### Met1 routing

The bar under the picture is 50 um long. Supply wires on this layer in grey.
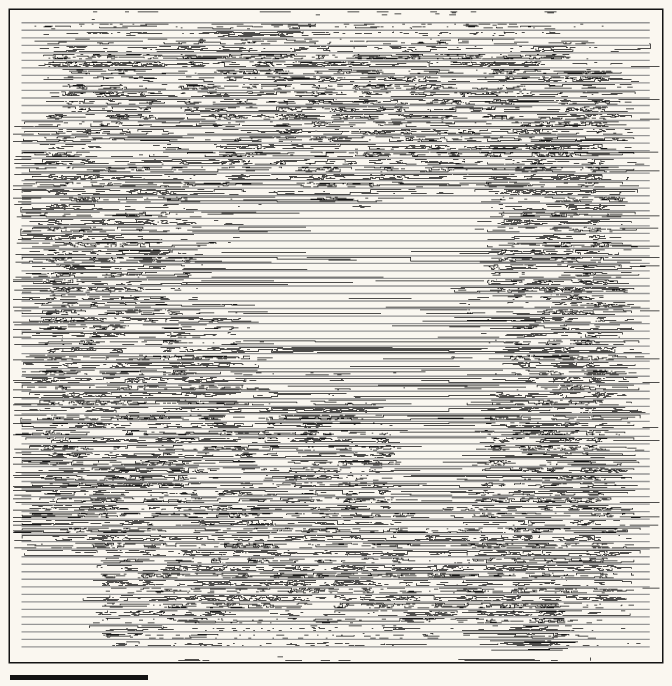
### Met2 routing

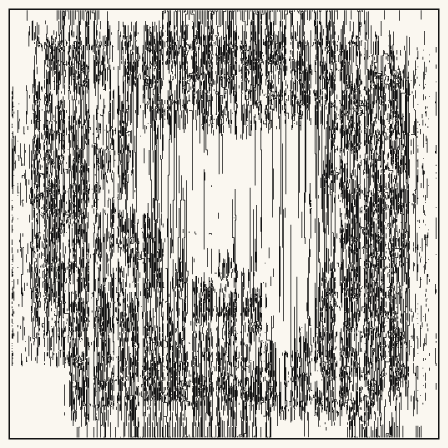
### Signal wires on met3

The bar under the picture is 50 um long. Cells faint in the background.
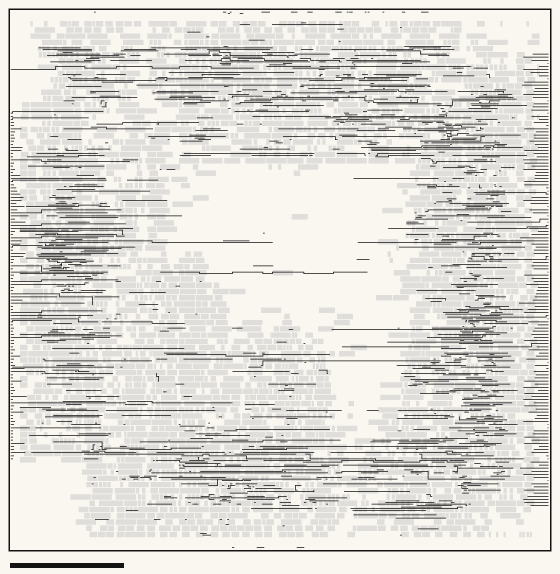
### The metal 4 layer

Supply wires on this layer in grey.
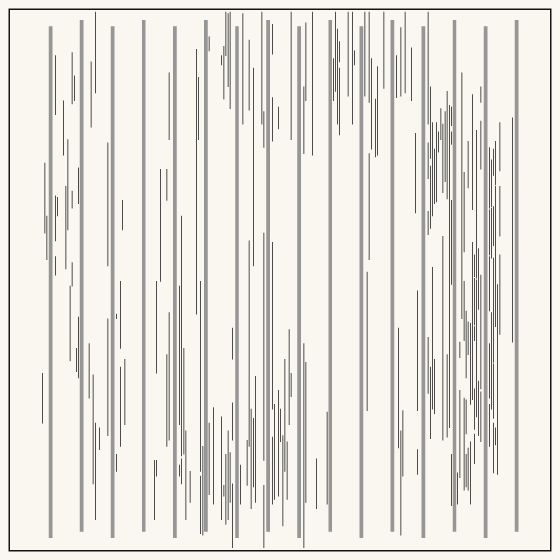
### Clock routing

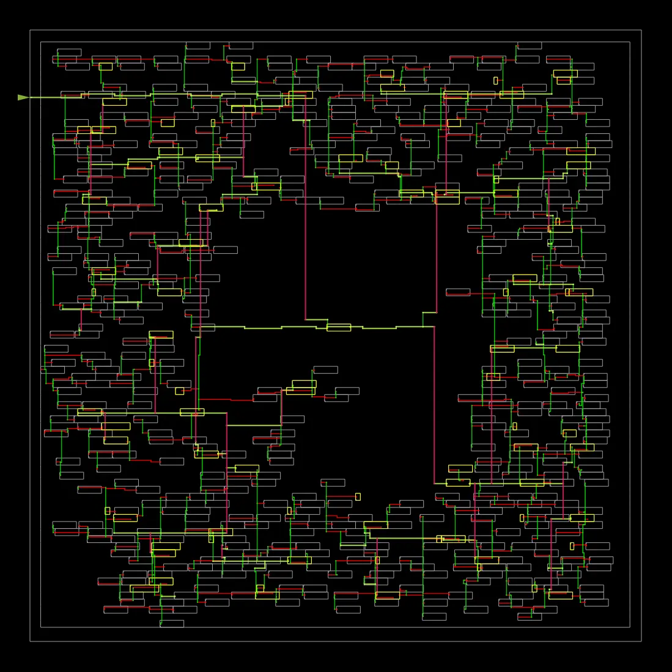
**src/rtl/ppu_pkg.sv**
```systemverilog
// Shared PPU definitions: OAM geometry, sprite slot layout and the mode-2 scan state enum.
package ppu_pkg;

    localparam int MAX_SPRITES = 10;
    localparam int OAM_ENTRIES = 40;
    localparam int OAM_BYTES   = OAM_ENTRIES * 4;
    localparam logic [15:0] OAM_BASE = 16'hFE00;

    localparam int SLOT_W        = 48;
    localparam int SLOT_VALID    = 47;
    localparam int SLOT_IDX_LSB  = 40;
    localparam int SLOT_ROW_LSB  = 32;
    localparam int SLOT_Y_LSB    = 24;
    localparam int SLOT_X_LSB    = 16;
    localparam int SLOT_TILE_LSB = 8;
    localparam int SLOT_FLAG_LSB = 0;

    typedef enum logic [1:0] {
        IDLE = 2'd0,
        SCAN = 2'd1,
        DONE = 2'd2
    } state_t;

    function automatic logic [SLOT_W-1:0] make_slot(
        input logic [5:0] idx,
        input logic [7:0] row,
        input logic [7:0] y,
        input logic [7:0] x,
        input logic [7:0] tile,
        input logic [7:0] flags
    );
        logic [SLOT_W-1:0] s;
        s = '0;
        s[SLOT_VALID]              = 1'b1;
        s[SLOT_IDX_LSB  +: 6]      = idx;
        s[SLOT_ROW_LSB  +: 8]      = row;
        s[SLOT_Y_LSB    +: 8]      = y;
        s[SLOT_X_LSB    +: 8]      = x;
        s[SLOT_TILE_LSB +: 8]      = tile;
        s[SLOT_FLAG_LSB +: 8]      = flags;
        return s;
    endfunction

endpackage

```
**src/rtl/sprite_match.sv**
```systemverilog
// Combinational test of whether a sprite's Y range covers the current line, plus the row within it.
module sprite_match (
    input  logic [7:0] ly,
    input  logic [7:0] y,
    input  logic       tall,
    output logic       hit,
    output logic [7:0] row
);

    logic [8:0] line9;
    logic [8:0] top9;
    logic [8:0] bot9;

    // 9-bit so Y near 255 plus height cannot wrap into a false match
    assign line9 = {1'b0, ly} + 9'd16;
    assign top9  = {1'b0, y};
    assign bot9  = top9 + (tall ? 9'd16 : 9'd8);
    assign hit   = (line9 >= top9) && (line9 < bot9);
    assign row   = ly + 8'd16 - y;

endmodule

```
**src/rtl/mode_2_fsm.sv**
```systemverilog
// OAM scan: walks all 160 OAM bytes for one line and queues up to MAX_SPRITES sprites covering it.
module mode_2_fsm
    import ppu_pkg::*;
#(
    parameter int MAX_SPRITES = ppu_pkg::MAX_SPRITES,
    parameter int OAM_ENTRIES = ppu_pkg::OAM_ENTRIES
) (
    input  logic                               clk,
    input  logic                               rst,
    input  logic                               start,
    input  logic [7:0]                         LCDC,
    input  logic [7:0]                         LY,
    input  logic [7:0]                         oam_dout,
    output logic                               done_out,
    output logic                               busy,
    output logic [15:0]                        oam_a,
    output logic [MAX_SPRITES-1:0][SLOT_W-1:0] sprite_queue,
    output logic [3:0]                         sprite_count,
    output state_t                             state_dbg
);

    // Handshake: start is a one-cycle request accepted in any state (restarting any scan in flight);
    // done_out is a one-cycle completion pulse, after which the queue is held until the next start.

    localparam int SCAN_BYTES = OAM_ENTRIES * 4;
    localparam logic [7:0] LAST_CNT = 8'(SCAN_BYTES + 1);

    state_t state_r, state_nx;

    logic [7:0]  cnt_r;
    logic [7:0]  ly_r;
    logic        tall_r;
    logic        en_r;
    logic [7:0]  y_r;
    logic [7:0]  x_r;
    logic [7:0]  tile_r;
    logic [MAX_SPRITES-1:0][SLOT_W-1:0] queue_r;
    logic [3:0]  count_r;

    logic        hit;
    logic [7:0]  row;
    logic [7:0]  byte_idx;
    logic        capture_en;
    logic        scan_last;
    logic        lcdc_unused;

    assign lcdc_unused = ^{LCDC[7:3], LCDC[0]};

    sprite_match u_match (
        .ly   (ly_r),
        .y    (y_r),
        .tall (tall_r),
        .hit  (hit),
        .row  (row)
    );

    // cnt_r=k means the byte read at address k-1 is on oam_dout this cycle
    assign byte_idx   = cnt_r - 8'd1;
    assign capture_en = (state_r == SCAN) && (cnt_r >= 8'd1) && (cnt_r <= 8'(SCAN_BYTES));
    assign scan_last  = (state_r == SCAN) && (cnt_r == LAST_CNT);

    always_comb begin
        state_nx = state_r;
        if (start) begin
            state_nx = SCAN;
        end else begin
            case (state_r)
                SCAN:    if (scan_last) state_nx = DONE;
                default: state_nx = state_r;
            endcase
        end
    end

    always_comb begin
        busy     = (state_r == SCAN);
        done_out = scan_last && !start;
        oam_a    = OAM_BASE;
        if (state_r == SCAN && cnt_r < 8'(SCAN_BYTES)) begin
            oam_a = OAM_BASE + {8'h00, cnt_r};
        end
    end

    always_ff @(posedge clk or negedge rst) begin
        if (!rst) begin
            state_r <= IDLE;
        end else begin
            state_r <= state_nx;
        end
    end

    always_ff @(posedge clk or negedge rst) begin
        if (!rst) begin
            cnt_r   <= '0;
            ly_r    <= '0;
            tall_r  <= 1'b0;
            en_r    <= 1'b0;
            y_r     <= '0;
            x_r     <= '0;
            tile_r  <= '0;
            queue_r <= '0;
            count_r <= '0;
        end else if (start) begin
            cnt_r   <= '0;
            ly_r    <= LY;
            tall_r  <= LCDC[2];
            en_r    <= LCDC[1];
            queue_r <= '0;
            count_r <= '0;
        end else if (state_r == SCAN) begin
            cnt_r <= cnt_r + 8'd1;
            if (capture_en) begin
                case (byte_idx[1:0])
                    2'd0: y_r    <= oam_dout;
                    2'd1: x_r    <= oam_dout;
                    2'd2: tile_r <= oam_dout;
                    default: begin
                        // flags byte completes the entry; Y has been held since byte 0
                        if (en_r && hit && count_r < 4'(MAX_SPRITES)) begin
                            queue_r[count_r] <= make_slot(byte_idx[7:2], row, y_r, x_r, tile_r, oam_dout);
                            count_r          <= count_r + 4'd1;
                        end
                    end
                endcase
            end
        end
    end

    assign sprite_queue = queue_r;
    assign sprite_count = count_r;
    assign state_dbg    = state_r;

endmodule

```
**config.mk**
```make
export PLATFORM = sky130hd
export DESIGN_NAME = mode_2_fsm
export DESIGN_NICKNAME = d
export VERILOG_FILES = /design/src/rtl/ppu_pkg.sv /design/src/rtl/sprite_match.sv /design/src/rtl/mode_2_fsm.sv
export SDC_FILE = /design/constraint.sdc
export NUM_CORES = 1
export LEC_CHECK = 0
export CORE_MARGIN = 4
export CORE_UTILIZATION = 46
export DETAILED_ROUTE_END_ITERATION = 8
export GPL_ROUTABILITY_DRIVEN = 0
export HOLD_SLACK_MARGIN = 0.1
export MAX_ROUTING_LAYER = met4
export PLACE_DENSITY = 0.77
export SYNTH_ARGS = -nofsm -noshare
export SYNTH_HDL_FRONTEND = slang
export SYNTH_HIERARCHICAL = 1
export SYNTH_SLANG_ARGS = --single-unit
```
**constraint.sdc**
```tcl
create_clock -name clk -period 3.3 [get_ports clk]
set_input_delay 0.66 -clock clk [delete_from_list [all_inputs] [get_ports clk]]
set_output_delay 0.66 -clock clk [all_outputs]
set_load 0.05 [all_outputs]
```
==> impl_metrics.csv <==
group,metric,value,unit
outcome,status,"finished, violations left",
outcome,violations,"negative setup slack",
power,cellLeakagePower,13.4,nW
hold_path,min_path_type,"in2reg",
logic_synthesis,yosys_warnings,6,
sta,slew_headroom,18.3,%
layout,drive_above_1_share,15.2,%
die,die-area,55600,um2
sta,rsz0062_at_grt,"true",
detailed_routing,wl_per_cell,27.7,um
sta,setup_ws,-0.401,ns
detailed_routing,drt_first_pass_iters,6,
die,die_w,236,um
logic_synthesis,edf_count,0,
power,powerDensity,480,nW/um2
run,drv_cap,0,
power,ir_worst_vdd,0.000427,V
clocking,cts_buffers,51,
setup_path,required,3.72,ns
clocking,root_buffer,"clkbuf_16",
sta,setup_viol,480,
detailed_routing,drt-initial-drc-count,3384,
clocking,cts_tree,"built",
layout,final_nets,3026,
global_routing,grt.met3_usage,8.23,%
global_routing,track_usage,33.6,%
global_routing,grt_pass1_vias,23000,
setup_path,endpoint,"sprite_queue[358]",
logic_synthesis,ys_ff,518,
placed_design,hpwlAfterDp,59.0,mm
logic_synthesis,yosys_cells,2506,
Notes on 'Met1 routing' above:
- longest straight run: 88.8 um
- wire length on this layer: 36.3 mm
- share of all routed wire: 36%
- nets with wire on the layer: 2705
- main direction: horizontal

Notes on 'Met2 routing' above:
- wire length on this layer: 45.9 mm
- nets with wire on the layer: 2611

Notes on 'Signal wires on met3' above:
- longest straight run: 97.8 um
- main direction: horizontal
- wire length on this layer: 13000 um

Notes on 'The metal 4 layer' above:
- main direction: vertical
- share of all routed wire: 6.6%
- longest straight run: 141 um
- wire length on this layer: 6700 um

Notes on 'Clock routing' above:
Clock Skew: 0.0203 ns
clock sinks: 518

## sequential cells by signal, summed over array words and instances, names as in the netlist, 2 cells and up
register and flops:
sprite_queue 470, cnt_r 8, ly_r 8, tile_r 8
x_r 8, y_r 8, sprite_count 4, state_dbg 2
## where the power goes
| part | internal (mW) | switching, mW |
|---|---|---|
| logic | 0.941 | 1.93 |
| clock network | 3.55 | 2.53 |
| registers | 6.51 | 0.706 |
## how the worst min path moves through the flow
stage / depth (start not counted) / end / startpoint
floorplan: 0 / cnt_r[0] / rst
global placement: 1 / sprite_queue[383] / sprite_queue[383]
detailed placement: 2 / sprite_queue[287] / sprite_queue[287]
CTS: 2 / cnt_r[1] / start
global route: 2 / sprite_queue[229] / start
finish: 2 / cnt_r[1] / start
## critical path: stages, from the launching register on
cell       delay, ns
dfrtp_1         0.40
inv_2           0.08
ha_4            0.14
inv_2           0.04
fa_2            0.34
nor3_2          0.13
xnor2_1         0.14
ha_1            0.28
and3_4          0.17
a2111oi_4       0.36
and3_4          0.28
buf_16          0.11
buf_12          0.10
buf_12          0.13
o2111ai_4       0.13
buf_12          0.19
clkbuf_16       0.18
o21ai_1         0.19
a21oi_1         0.10
## final cells by class
type | instances | area, um2
fillers | 3859 | 17600
flip-flops and latches | 518 | 13000
multi-input cells | 1648 | 9860
repair buffers | 713 | 8170
clock buffers | 75 | 1510
well taps | 680 | 851
clock inverters | 16 | 211
inverters | 27 | 101
diodes | 8 | 20.0
## layer usage
metal,share of wire [%],vias up
met5,0,-
met1,36,11700
met3,13,460
li1,-,9862
met4,6.6,0
met2,45,1908
## timing repair
| item | 4_1_cts | 5_1_grt |
|---|---|---|
| cloned | 14 | 28 |
| hold buffers | 1 | 0 |
| gates resized | 128 | 119 |
| setup endpoints to repair | 481 | 482 |
| pin swaps | 59 | 53 |
| hold endpoints to repair | 13 | 0 |
| buffers inserted | 17 | 13 |
## Yosys cell counts, types with 8 or more instances
cell,n,area (um2)
and3_1,12,75.1
nand3_1,428,2140
mux2_2,34,383
buf_1,32,120
inv_1,27,101
ha_1,36,450
o2111a_1,8,90.1
nor2_1,27,101
nor3_1,14,70.1
o211ai_1,25,188
clkbuf_1,166,623
o21ai_0,395,1980
buf_4,23,173
o21ai_1,57,285
buf_6,11,124
dfrtp_1,518,13000
xor2_1,12,105
a21oi_1,477,2390
buf_2,97,485
nand2_1,14,52.6
## cells in the final DEF (no fill, tap or decap), types with 14 or more instances in the layout
master	count
o211ai_1	25
inv_1	25
nand3_1	416
buf_4	92
clkdlybuf4s50_1	502
nand2_1	14
a21oi_1	429
o21ai_2	21
o21ai_0	297
o21ai_1	131
conb_1	18
dfrtp_1	518
clkbuf_16	77
mux2_2	34
buf_12	61
a21oi_2	49
nor2_1	27
ha_1	35
## cell families (layout without fill, tap and decap cells)
kind of cell / count (synthesis) / count (layout) / share of synthesized area (%)
AOI/OAI and AO/OA: 1008 / 1008 / 22.9
buffers and inverters: 356 / 831 / 6.81
muxes: 34 / 34 / 1.60
xor gates and xnor gates: 19 / 19 / 0.697
DFF: 518 / 518 / 54.3
other: 2 / 26 / 0.0315
and+or+nand+nor: 529 / 529 / 11.4
adders and majority gates: 40 / 40 / 2.22
Power figures rest on the tool's default switching activity, not on a simulated workload.
